Clock distribution:
Scale bar: 20 um.
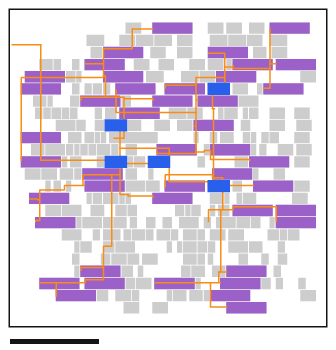
Routed metal per tile:
Scale bar: 20 um. 14 x 14 tiles, from white (low) to dark blue (high), scaled to the fullest tile. Values are wire area over tile area, all layers added.
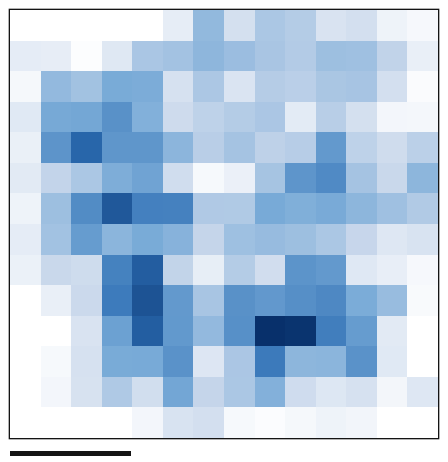
Zoomed window:
Window x 15 to 55, y 15 to 55 um. Cells in grey, sequential cells in the stronger grey; small squares are vias.
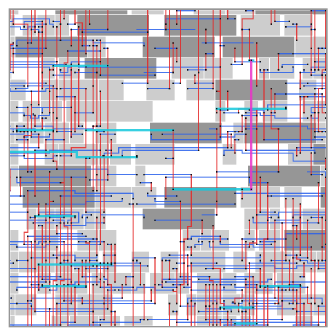
Clock routing:
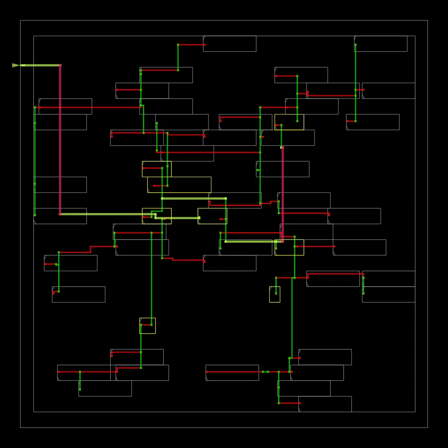
Met3 routing:
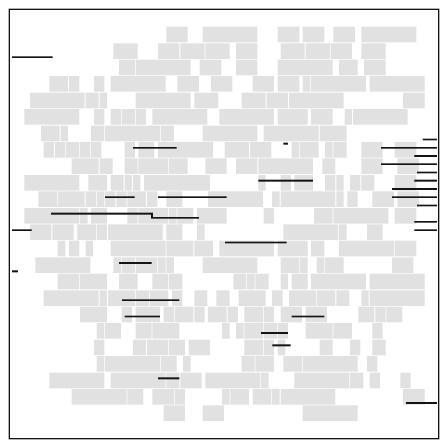
[src/rtl/adc_sample_scheduler_pkg.sv]
// Shared constants, state encoding and sample conversion helper for the ADC sample scheduler.
package adc_sample_scheduler_pkg;

    localparam int ADC_W           = 10;
    localparam int ADC_OFFSET      = 512;
    localparam int DEF_CLK_FREQ    = 27_000_000;
    localparam int DEF_SAMPLE_RATE = 45_000;
    localparam int DEF_FRAME_LEN   = 64;
    localparam int DEF_TIMEOUT     = 1023;

    typedef enum logic [1:0] {
        S_IDLE      = 2'd0,
        S_REQ       = 2'd1,
        S_CONVERT   = 2'd2,
        S_WAIT_TICK = 2'd3
    } sched_state_t;

    // Mid-scale offset removal; for a 10-bit result this is the same as inverting the MSB.
    function automatic logic [ADC_W-1:0] to_signed_sample(input logic [ADC_W-1:0] raw);
        return raw - ADC_W'(ADC_OFFSET);
    endfunction

endpackage

[src/rtl/adc_sample_scheduler_if.sv]
// Conversion request / result handshake between the scheduler (master) and the MCP3002 driver (slave).
interface adc_sample_scheduler_if;
    import adc_sample_scheduler_pkg::*;

    logic             adc_enable;
    logic             adc_clear_available;
    logic             adc_available;
    logic [ADC_W-1:0] adc_data;

    modport master (
        output adc_enable,
        output adc_clear_available,
        input  adc_available,
        input  adc_data
    );

    modport slave (
        input  adc_enable,
        input  adc_clear_available,
        output adc_available,
        output adc_data
    );

endinterface

[src/rtl/adc_sample_scheduler_sample_tick_gen.sv]
// Sample-period counter: free-runs while enabled, restarts on clear, one-cycle tick on the last count.
module sample_tick_gen #(
    parameter int PERIOD = 600
) (
    input  logic clk,
    input  logic rst_n,
    input  logic enable,
    input  logic clear,
    output logic tick
);

    localparam int CNT_W = (PERIOD > 1) ? $clog2(PERIOD) : 1;

    logic [CNT_W-1:0] cnt_reg;
    logic             last_count;

    assign last_count = (cnt_reg == CNT_W'(PERIOD - 1));
    assign tick       = enable && last_count;

    always_ff @(posedge clk or negedge rst_n) begin
        if (!rst_n) begin
            cnt_reg <= '0;
        end else if (clear) begin
            cnt_reg <= '0;
        end else if (enable) begin
            cnt_reg <= last_count ? '0 : cnt_reg + 1'b1;
        end
    end

endmodule

[src/rtl/adc_sample_scheduler.sv]
// Periodically requests MCP3002 conversions, handles the available/clear handshake and streams
// offset-removed samples with a frame index, plus sticky overrun and timeout flags.
module adc_sample_scheduler
    import adc_sample_scheduler_pkg::*;
#(
    parameter int CLK_FREQ    = DEF_CLK_FREQ,
    parameter int SAMPLE_RATE = DEF_SAMPLE_RATE,
    parameter int FRAME_LEN   = DEF_FRAME_LEN,
    parameter int IDX_W       = 6,
    parameter int TIMEOUT     = DEF_TIMEOUT
) (
    input  logic                          clk,
    input  logic                          rst_n,
    input  logic                          start,
    input  logic                          stop,
    output logic                          busy,
    adc_sample_scheduler_if.master        adc,
    output logic                          sample_valid,
    output logic [ADC_W-1:0]              sample_data,
    output logic [IDX_W-1:0]              sample_idx,
    output logic                          frame_done,
    output logic                          overrun,
    output logic                          timeout_err,
    input  logic                          err_clear
);

    localparam int PERIOD = CLK_FREQ / SAMPLE_RATE;
    localparam int TMO_W  = $clog2(TIMEOUT + 1);

    sched_state_t     state_reg, state_next;
    logic             busy_reg;
    logic             stop_pending_reg;
    logic [TMO_W-1:0] tmo_cnt_reg;
    logic             sample_valid_reg;
    logic             frame_done_reg;
    logic [ADC_W-1:0] sample_data_reg;
    logic [IDX_W-1:0] sample_idx_reg;
    logic             overrun_reg;
    logic             timeout_err_reg;

    logic tick;
    logic start_accept;
    logic capture;
    logic timeout_hit;
    logic overrun_set;
    logic stop_seen;

    sample_tick_gen #(
        .PERIOD (PERIOD)
    ) u_tick (
        .clk    (clk),
        .rst_n  (rst_n),
        .enable (busy_reg),
        .clear  (start_accept),
        .tick   (tick)
    );

    assign stop_seen   = stop_pending_reg | stop;
    assign overrun_set = tick && ((state_reg == S_REQ) || (state_reg == S_CONVERT));

    always_comb begin
        state_next              = state_reg;
        start_accept            = 1'b0;
        capture                 = 1'b0;
        timeout_hit             = 1'b0;
        adc.adc_enable          = 1'b0;
        adc.adc_clear_available = 1'b0;
        case (state_reg)
            S_IDLE: begin
                if (start && !stop) begin
                    start_accept = 1'b1;
                    state_next   = S_REQ;
                end
            end
            // The driver's flag may still be stale here, so it is cleared rather than sampled.
            S_REQ: begin
                adc.adc_enable          = 1'b1;
                adc.adc_clear_available = 1'b1;
                state_next              = S_CONVERT;
            end
            S_CONVERT: begin
                if (adc.adc_available) begin
                    capture                 = 1'b1;
                    adc.adc_clear_available = 1'b1;
                    state_next              = stop_seen ? S_IDLE : S_WAIT_TICK;
                end else if (tmo_cnt_reg == TMO_W'(TIMEOUT - 1)) begin
                    timeout_hit = 1'b1;
                    state_next  = S_IDLE;
                end
            end
            S_WAIT_TICK: begin
                if (stop_seen) begin
                    state_next = S_IDLE;
                end else if (tick) begin
                    state_next = S_REQ;
                end
            end
            default: state_next = S_IDLE;
        endcase
    end

    always_ff @(posedge clk or negedge rst_n) begin
        if (!rst_n) begin
            state_reg        <= S_IDLE;
            busy_reg         <= 1'b0;
            stop_pending_reg <= 1'b0;
            tmo_cnt_reg      <= '0;
            sample_valid_reg <= 1'b0;
            frame_done_reg   <= 1'b0;
            sample_data_reg  <= '0;
            sample_idx_reg   <= '0;
            overrun_reg      <= 1'b0;
            timeout_err_reg  <= 1'b0;
        end else begin
            state_reg <= state_next;
            busy_reg  <= (state_next != S_IDLE);

            if (start_accept || (state_next == S_IDLE)) begin
                stop_pending_reg <= 1'b0;
            end else if (stop) begin
                stop_pending_reg <= 1'b1;
            end

            if (state_reg == S_REQ) begin
                tmo_cnt_reg <= '0;
            end else if (state_reg == S_CONVERT) begin
                tmo_cnt_reg <= tmo_cnt_reg + 1'b1;
            end

            sample_valid_reg <= capture;
            frame_done_reg   <= capture && (sample_idx_reg == IDX_W'(FRAME_LEN - 1));
            if (capture) begin
                sample_data_reg <= to_signed_sample(adc.adc_data);
            end

            // Index advances once the sample carrying it has been presented.
            if (start_accept) begin
                sample_idx_reg <= '0;
            end else if (sample_valid_reg) begin
                sample_idx_reg <= sample_idx_reg + 1'b1;
            end

            if (overrun_set) begin
                overrun_reg <= 1'b1;
            end else if (err_clear) begin
                overrun_reg <= 1'b0;
            end

            if (timeout_hit) begin
                timeout_err_reg <= 1'b1;
            end else if (err_clear) begin
                timeout_err_reg <= 1'b0;
            end
        end
    end

    assign busy         = busy_reg;
    assign sample_valid = sample_valid_reg;
    assign sample_data  = sample_data_reg;
    assign sample_idx   = sample_idx_reg;
    assign frame_done   = frame_done_reg;
    assign overrun      = overrun_reg;
    assign timeout_err  = timeout_err_reg;

endmodule

[src/flat_wrapper.sv]
// flat-port wrapper written by rule: the top's interface ports become plain ports
module adc_sample_scheduler_flat import adc_sample_scheduler_pkg::*;
#(
    parameter int CLK_FREQ    = DEF_CLK_FREQ,
    parameter int SAMPLE_RATE = DEF_SAMPLE_RATE,
    parameter int FRAME_LEN   = DEF_FRAME_LEN,
    parameter int IDX_W       = 6,
    parameter int TIMEOUT     = DEF_TIMEOUT
)
  (clk, rst_n, start, stop, busy, sample_valid, sample_data, sample_idx, frame_done, overrun, timeout_err, err_clear, adc_adc_enable, adc_adc_clear_available, adc_adc_available, adc_adc_data);
  adc_sample_scheduler_if adc_i ();
  input  logic clk;
  input  logic rst_n;
  input  logic start;
  input  logic stop;
  output logic busy;
  output logic sample_valid;
  output logic [ADC_W-1:0] sample_data;
  output logic [IDX_W-1:0] sample_idx;
  output logic frame_done;
  output logic overrun;
  output logic timeout_err;
  input  logic err_clear;
  output wire logic [$bits(adc_i.adc_enable)-1:0] adc_adc_enable;
  output wire logic [$bits(adc_i.adc_clear_available)-1:0] adc_adc_clear_available;
  input wire logic [$bits(adc_i.adc_available)-1:0] adc_adc_available;
  input wire logic [$bits(adc_i.adc_data)-1:0] adc_adc_data;
  assign adc_adc_enable = adc_i.adc_enable;
  assign adc_adc_clear_available = adc_i.adc_clear_available;
  assign adc_i.adc_available = adc_adc_available;
  assign adc_i.adc_data = adc_adc_data;
  adc_sample_scheduler #(.CLK_FREQ(CLK_FREQ), .SAMPLE_RATE(SAMPLE_RATE), .FRAME_LEN(FRAME_LEN), .IDX_W(IDX_W), .TIMEOUT(TIMEOUT)) u_core (.clk(clk), .rst_n(rst_n), .start(start), .stop(stop), .busy(busy), .adc(adc_i), .sample_valid(sample_valid), .sample_data(sample_data), .sample_idx(sample_idx), .frame_done(frame_done), .overrun(overrun), .timeout_err(timeout_err), .err_clear(err_clear));
endmodule
[config.mk]
export PLATFORM = sky130hd
export DESIGN_NAME = adc_sample_scheduler_flat
export DESIGN_NICKNAME = d
export VERILOG_FILES = /design/src/rtl/adc_sample_scheduler_pkg.sv /design/src/rtl/adc_sample_scheduler_if.sv /design/src/rtl/adc_sample_scheduler_sample_tick_gen.sv /design/src/rtl/adc_sample_scheduler.sv /design/src/flat_wrapper.sv
export SDC_FILE = /design/constraint.sdc
export NUM_CORES = 1
export LEC_CHECK = 0
export CAP_MARGIN = 15
export CORE_MARGIN = 2
export CORE_UTILIZATION = 50
export CTS_CLUSTER_SIZE = 24
export DETAILED_ROUTE_END_ITERATION = 10
export HOLD_SLACK_MARGIN = 0.1
export PLACE_DENSITY = 0.73
export SLEW_MARGIN = 20
export SYNTH_ARGS = -nofsm -noshare
export SYNTH_HDL_FRONTEND = slang
export SYNTH_SLANG_ARGS = --single-unit
[constraint.sdc]
create_clock -name clk -period 2.2 [get_ports clk]
set_clock_uncertainty 0.05 [all_clocks]
set_input_delay 0.22 -clock clk [delete_from_list [all_inputs] [get_ports clk]]
set_output_delay 0.22 -clock clk [all_outputs]
set_load 0.02 [all_outputs]
==> impl.org <==
#+TITLE: Implementation results

** Final timing
- Worst Slack Setup Final :: 0.0966 ns
- Setup repair after global routing left no endpoint under its margin.
- Summed over all failing endpoints, the final setup total negative slack is 0 ns.
- Endpoints failing setup :: 0
- Hold_ws :: 0.420 ns
- The worst path in the final design needs a cycle of 2.10 ns, including I/O delays and setup.
- For reference, the final report shows the max-slew violation count at 0.
- The slew check shows that the tightest pin keeps a relative margin of 59.1%.
- Highest Clock Rate :: 475 MHz
- At the pin with the least slew margin, the transition time is ~0.61 ns.

** Setup path
- For the worst reg-to-reg path, the startpoint reported by OpenROAD is u_core.state_reg[1].
- Slowest stage delay, CP :: 0.65 ns
- Crit path buf inv count :: 2
- Arrival time at the worst endpoint :: 1.83 ns
- The critical path endpoint has a required time of 1.93 ns.
- Logic depth of the worst register-to-register path :: 6
- Per the timing report, the most critical flop-to-flop path finishes at u_core.u_tick.cnt_reg[9].
- Kind of end point of the critical path :: output port
- For reference, the most critical setup path is categorized as reg -> out.
- Per the timing report, the biggest fanout along the worst path comes to 5.

** Global route
- The layer flagged by global routing as most heavily used is met2.
- Met2 demand-to-capacity share in global routing :: 33.3%
- Final global-route overflow total :: 0
- Global routing usage on met1 :: between 20% and 30%
- The initial antenna violation count came to 0.
- Pin count of the biggest net entering global routing :: 29

** Synthesis
- Post-synthesis register bit count :: 44
- Xor-xnor portion of the synthesized cell area :: 3.94%
- Synth top area share :: 49.5%
- Register area share after synthesis :: slightly below 50%
- Synthesized netlist cell count :: between 200 and 250
- In this run, distinct cell masters in the synthesized netlist total 48.
- Post-synth top area cell :: sky130_fd_sc_hd__dfrtp_1
- Counting flops with a built-in enable in the synthesized netlist gives 0.
- Top cells, area :: sky130_fd_sc_hd__dfrtp_1 (49%), sky130_fd_sc_hd__ha_1 (5.1%), sky130_fd_sc_hd__mux2_2 (4.0%)
- The area recorded from the Yosys report for this design is 0.00222 sq mm.
- Per the synth stats, the flop cell with the highest instance count is sky130_fd_sc_hd__dfrtp_1.
- Yosys reports that the most numerous cell types are sky130_fd_sc_hd__dfrtp_1 (44), sky130_fd_sc_hd__nor2_1 (15), sky130_fd_sc_hd__nand2_1 (14).
- Share of synthesized cell area in and, or, nand and nor gates :: 18.2%
- For reference, the post-synthesis area per instance comes to 10.5 sq um.
- Adder and majority cell fraction of the synthesized area :: under 10%
- The synth_stat.txt file lists the number of cells as 212.

** Outcome
- Status :: complete, no violations

** Placement
- Prior to clock tree synthesis, the placed netlist has a worst setup slack of 0.172 ns.
- The placement report lists the number of port buffers as 38.
- GP Congestion :: around 0.84
- According to the dpl log, the detail-placed design has an HPWL of 3530 um.
- Placed Area :: roughly 0.0027 sq mm

** Floorplan
- Number of placed I/O pins :: 39
- In this run the core area contains 24 standard-cell rows.
- The vertical die dimension reported for this design is 70.7 um.
- Horizontal extent of the die :: a little over 70 um
- For this configuration, the core starts out at a cell density of 51.4%.
- Total core area :: 0.00432 sq mm

** Drt
- In the per-layer breakdown of the detailed-route log, met1 shows 2290 um.
- TritonRoute reported its final design rule violation total as 0.
- The script logs the ratio of routed vias to standard cells as about 5.7.
- Starting DRC count in detailed routing :: 167
- Highest routing layer actually used :: met4
- First-pass iteration count of the detailed router :: 4

** Power
- Leading power group :: combinational logic
- Of the total power, registers draw 38.4%.
- Dividing total power by cell area gives a power density of 1240 mW/mm^2.
- Total power for the finished layout comes to about 0.0035 W.
- In the power breakdown, the internal column shows 0.00212 W.
- Power dissipated in combinational cells :: roughly 0.0015 W
- Gate power share :: 43.9%
- Peak supply drop :: roughly 0.83 mV
- Reported leakage power :: 1.23 nW
- The net switching power in the latest report is between 0.001 and 0.0015 W.

** Layout
- Per the final layout report, the fraction of cells sized above drive strength 1 comes to approximately an eighth.
- Commonest non-fill, non-tap cells in the layout :: sky130_fd_sc_hd__dfrtp_1 (44), sky130_fd_sc_hd__clkdlybuf4s50_1 (36), sky130_fd_sc_hd__nor2_1 (15)
- With fillers left out, the area of the finished cells amounts to 0.00281 sq mm.
- From synthesis to final layout, the design area changed by 26.1%.
- The post-route utilization of the core is recorded as about two thirds.
- Antenna diodes :: 0
- The finished design was reported to have a net count of ~280.
- Filler-free cell count of the finished design :: roughly 310
- Commonest Layout Cell :: sky130_fd_sc_hd__dfrtp_1

** Clock tree
- # resized after CTS :: 1
- CTS hold repair buffers :: 1
- Counting along the longest clock path gives a buffer depth of 2.
- Htree depth :: 2
- Clock-pin slew was measured on the worst setup and hold paths at ~0.090 ns.
- Post-CTS setup buffers :: 0
- The cell sitting at the root of the clock tree is a sky130_fd_sc_hd__clkbuf_8.

** Job
- The logs give a warning total of 31.

** Worst hold path
- HP Class :: in -> async
Back to the opening pictures, 'clock distribution':
[clock wires] orange | length: 531 um
[flip-flops] purple | count: 44
[clock-net drivers] blue | count: 5
routed clock nets: 6
clk ins delay skew pair: 0.29 ns
proportion of power drawn by the clock network: 17.7%
Power Clock: 0.000615 W

Back to the opening pictures, 'routed metal per tile':
emptiest ninth of the die: bottom left
nearly empty tiles: 10%
mean over tiles: 0.15
tiles over half the peak: 20%
detailed-route via count: 1,787
detail-routed net length per standard cell: 15.3 um

Back to the opening pictures, 'zoomed window':
[M2] red
[M4] magenta
[M1] blue
[M3] cyan
netlist names of flops here include: u_core.sample_data (4), u_core.tmo_cnt_reg (4), u_core.u_tick.cnt_reg (3)
sequential cells in the window: 15
most frequent: dfrtp_1 (15), nand2_1 (10), nor2_1 (7)
cells with their middle in the window: 118

Back to the opening pictures, 'clock routing':
Num CTS Buffers: 5
clock buf count: 5
TritonCTS Sinks: 44
Seq cells: 44

Back to the opening pictures, 'met3 routing':
longest straight run: 16.6 um
share of all routed wire: 3.6%
wirelength, routed: 4790 um
met3 usage: 3.42%

-- how the worst max path moves through the flow --
stage | to | cells past startpoint
3_5_place_dp | adc_adc_clear_available | 5
5_1_grt | adc_adc_enable | 3
4_1_cts | adc_adc_enable | 3
6_report | adc_adc_enable | 3
3_3_place_gp | adc_adc_clear_available | 5
2_1_floorplan | u_core.u_tick.cnt_reg[9] | 6
-- layout make-up --
cell class,count,area (sq um)
sequential,44,1100
tap,52,65.1
timing repair buffer,46,437
clock inverter,3,42.5
fill,357,1520
inverter,8,30.0
multi-input combinational,154,1060
clock buffer,5,68.8
-- logic make-up after synthesis --
logic type / Yosys count
AND-OR/OR-AND: 49
XOR/XNOR: 10
adder cells (fa/ha/maj): 9
buffers and inverters: 14
flip-flops: 44
multiplexers: 11
AND/OR/NAND/NOR: 75
No activity file was given, so power comes from the tool's default toggle rates.
